Fig. 1: placed cells, one color a class
Fill, decap, tap and diode cells in gray.
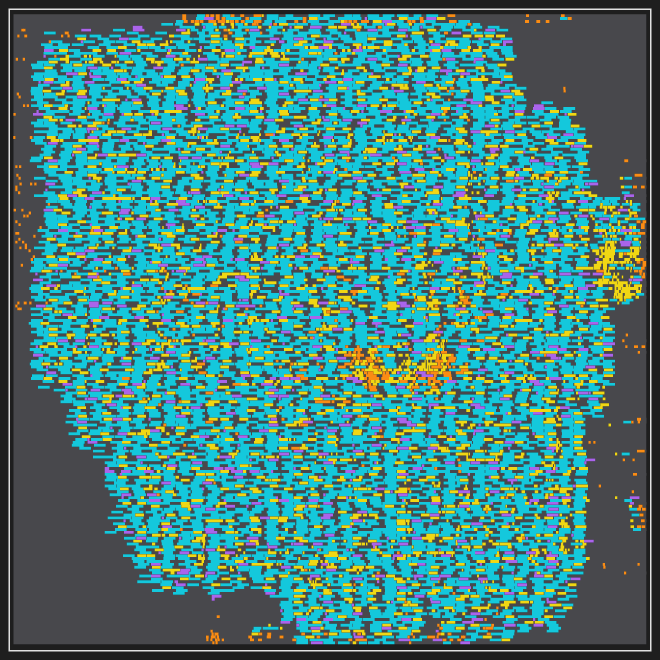
Fig. 2: wiring by layer
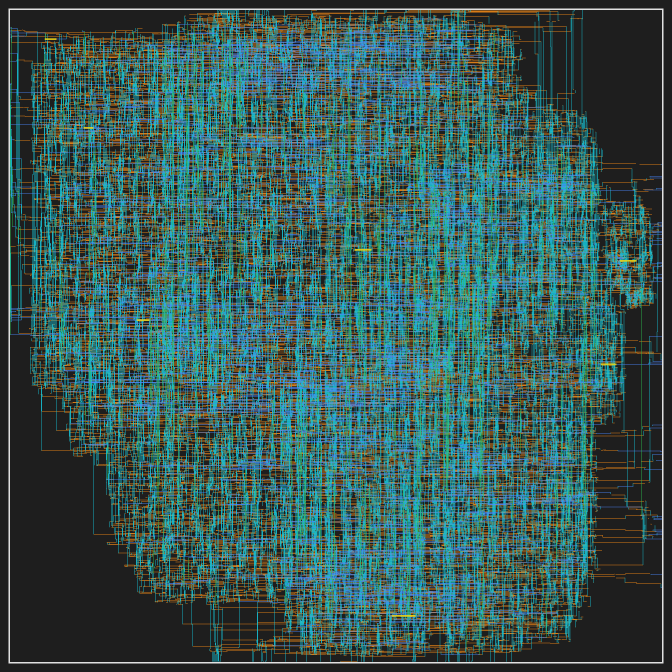
Fig. 3: nets reached from selected ports
Bar = 200 um.
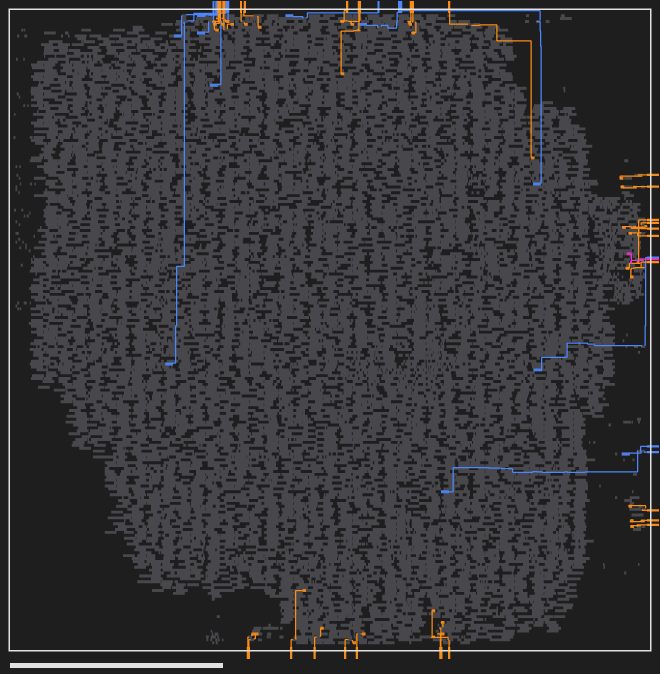
Fig. 4: cell placement
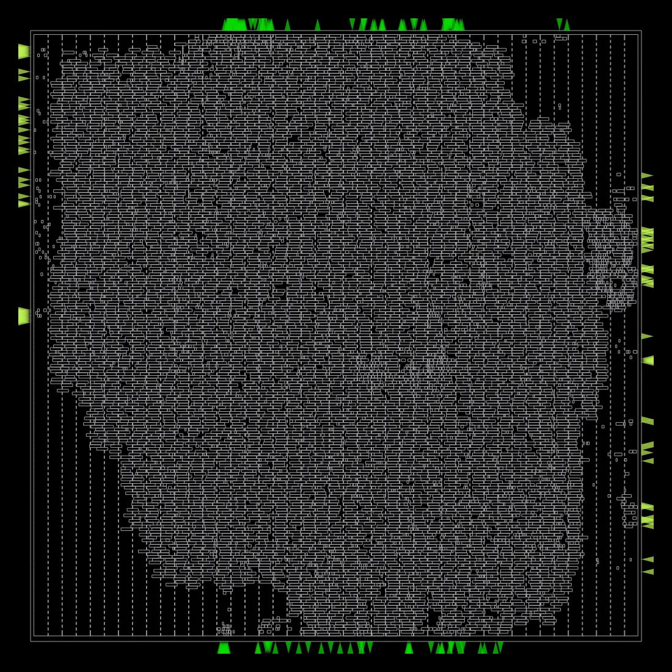
Design sbp_update_issuer, sky130hd; sources not shown.
==> metrics.cfg <==
[status]
status=finished, violations left
failed_checks=max-capacitance violations, max-slew violations

[placed_design]
place_congestion=0.830
dp_hpwl_mm=276
place_area_um2=195000
post-place-ws_ns=1.33

[synth]
synth_cell_type_count=74
synth-async-reset-ratio_pct=0
edf_count=4800
ys.flops=4948
syn_inst=8104
ys_warn_count=6
ys_seq_share_pct=78.8
syn_area_per_cell_um2=23.0
ys_cells=8104
yosys-stat-area_um2=187000
floorplan.nets=8228
synth-main-ff-cell=edfxtp_1
netlist_area_um2=187000

[cts]
cts_resized=0
clockBufferDepth=4
clock-sinks=4948
cts-root-buf=clkbuf_16
post_cts_buffers=0
cts_hold_buf=0
path_clk_slew_ns=0.06
clock_latency_ns=1.01
ctsHtreeMaxLevel=5
cts_tree=yes
cts-buffers-inserted=469

[finish]
comb_area_um2=37500
regArea_um2=147000
drive_above_1_share_pct=24.9
final_cell_mix=edfxtp_1, mux4_2, clkbuf_16
largest_reg_flops=4800
area_growth_pct=12.4
nets=8726
final_common_cell=edfxtp_1

[final_timing]
layout_setup_ws_ns=1.13
period_used_pct=83.2
finalSetupViolCount=0
max_clock_freq_ghz=0.179
rsz0062_at_grt=false
slew_viol_final=3713
finalHoldViolCount=0
period_needed_ns=5.57
holdWs_ns=0.457
finalSetupTns_ns=0
worstMarginPinSlew_ns=3.73
fin_worst_skew_ns=0.102
slew_headroom_pct=-148

[die]
die-width_um=600
rows=217
die_h_um=600
die-area_um2=360000
fp-utilization_pct=53.4

[worst_setup_path]
r2r_cells=15
critPathRequiredTime_ns=5.36
regToRegSetupSlack_ns=1.76
start_kind=flop
cp-end-kind=primary output
worst_ep_arrival_time_ns=4.23
crit_fanout=5
critPathKind=reg2out

[global_route]
grt_pass1_wl_mm=703
antenna_found_initial=43
grt_use_met2_pct=43.0
grt_max_degree=131
grt_usage_pct=27.8
grt_overflow=0
grt_pass1_vias=91203
gr-usage-met1_pct=39.8
grt.busiest_layer=met2
globalRouteMet3Util_pct=6.52

[pwr]
seqPwrFrac_pct=54.6
p_leak_uw=0.0632
irDropWorstVdd_mv=0.239
pwr-share-comb_pct=4.3
clock_power_share_pct=41.1
power.density_nw_per_um2=299
internal-power_uw=49500
switchingPower_uw=13100
total_power_uw=62700
swShare_pct=20.9

[hold_path]
hold_depth=1
hold_class=reg2reg

[drt]
avgViaCountPerCell=6.73
wl_mm=498
drt-initial-drc-count=13879
drtAntennaViolNets=0
first_pass_iters=6
drc=0

[flow_run]
maxCapViolCount=57
warnings=54

About Fig. 1:
Orange shows other buffers and delay cells, cells 495. Yellow shows all other logic, cells 2688. Purple shows clock drivers and dummy loads, cells 866. Cyan shows flops, cells 4948.
final instance area: 210000 um2
core box area: 350000 um2

About Fig. 2:
Green shows met4, wire length 18400 um. Yellow shows met5, wire length 87.4 um. Cyan shows met2, wire length 235 mm. Blue shows met3, wire length 61.5 mm. Orange shows met1, wire length 183 mm.
DR vias: 91743
wire per inst: 36.5 um

About Fig. 3:
Magenta shows lkp_valid_i, direction input, end cells 2, buffers 1, wire 28.1 um. Orange shows lkp_ip_addr_i, direction input, end cells 32, buffers 32, wire 1100 um. Blue shows upd_location_o, direction output, end cells 11, buffers 11, wire 1450 um.
Port Buf Inserts: 190
I/O pins: 191

About Fig. 4:
fillers: 23694
post-route insts no fill: 13625
Finished Core Util: 60.0%

==> power by group through the flow <==
stage	registers (uW)	clock network, uW	logic [uW]
2_1_floorplan	35000	0	1350
3_3_place_gp	34800	0	2660
3_5_place_dp	34800	0	2720
4_1_cts	34100	26100	2730
5_1_grt	34200	27400	2830
6_report	34200	25800	2680
==> cell families after synthesis <==
group / Yosys count / synth area share, %
AND/OR/NAND/NOR: 457 / 1.21
flip-flops: 4948 / 78.8
multiplexers: 1347 / 15.1
XOR/XNOR: 15 / 0.0704
AND-OR/OR-AND: 838 / 3.25
adder cells (fa/ha/maj): 13 / 0.0911
buffers and inverters: 486 / 1.50
==> worst max-delay path, stage by stage, from the launching register on <==
cell and delay (ns):
dfxtp_1 0.35, nor4_1 0.47, nand2_1 0.14, nor2_1 0.34, nor4b_1 0.27, nand4_1 0.14
or4_1 0.53, clkdlybuf4s50_1 0.99
==> cell type report <==
| cell class | instances | area share (%) |
|---|---|---|
| diodes | 29 | 0.0346 |
| repair buffers | 495 | 2.15 |
| clock buffers | 590 | 5.88 |
| clock inverters | 276 | 1.23 |
| inverters | 18 | 0.0346 |
| multi-input cells | 2670 | 17.8 |
| well taps | 4599 | 2.74 |
| flip-flops and latches | 4948 | 70.1 |
==> synth_stat cells, drive strengths merged, types with 14 or more instances <==
| cell | number | share of area (%) |
|---|---|---|
| nor2 | 184 | 0.38 |
| a221oi | 138 | 0.65 |
| and2 | 47 | 0.16 |
| mux2i | 167 | 0.90 |
| inv | 17 | 0.034 |
| buf | 268 | 1.1 |
| edfxtp | 4800 | 77 |
| nand3 | 15 | 0.043 |
| o22ai | 110 | 0.37 |
| dfxtp | 148 | 1.6 |
| o221ai | 93 | 0.44 |
| a22oi | 60 | 0.24 |
| a22o | 134 | 0.63 |
| nand2 | 69 | 0.14 |
| a311oi | 14 | 0.066 |
| nor3 | 20 | 0.054 |
| nor2b | 57 | 0.19 |
| mux4 | 1177 | 14 |
| o21ai | 26 | 0.070 |
| a21oi | 217 | 0.58 |
| clkbuf | 200 | 0.41 |
==> per-layer routing <==
layer  vias to the layer above  wire, um
met2                      6103    235000
met5                         -        87
met3                       849     61500
met4                        14     18400
li1                      35798         -
met1                     48979    183000
==> through the flow <==
stage | utilization, % | std cells
2_1_floorplan | - | 8104
3_3_place_gp | 55.8 | 12729
3_5_place_dp | 55.8 | 12730
4_1_cts | 60.0 | 13596
5_1_grt | 60.0 | 13615
6_report | 60.0 | 13625
Power figures rest on the tool's default switching activity, not on a simulated workload.
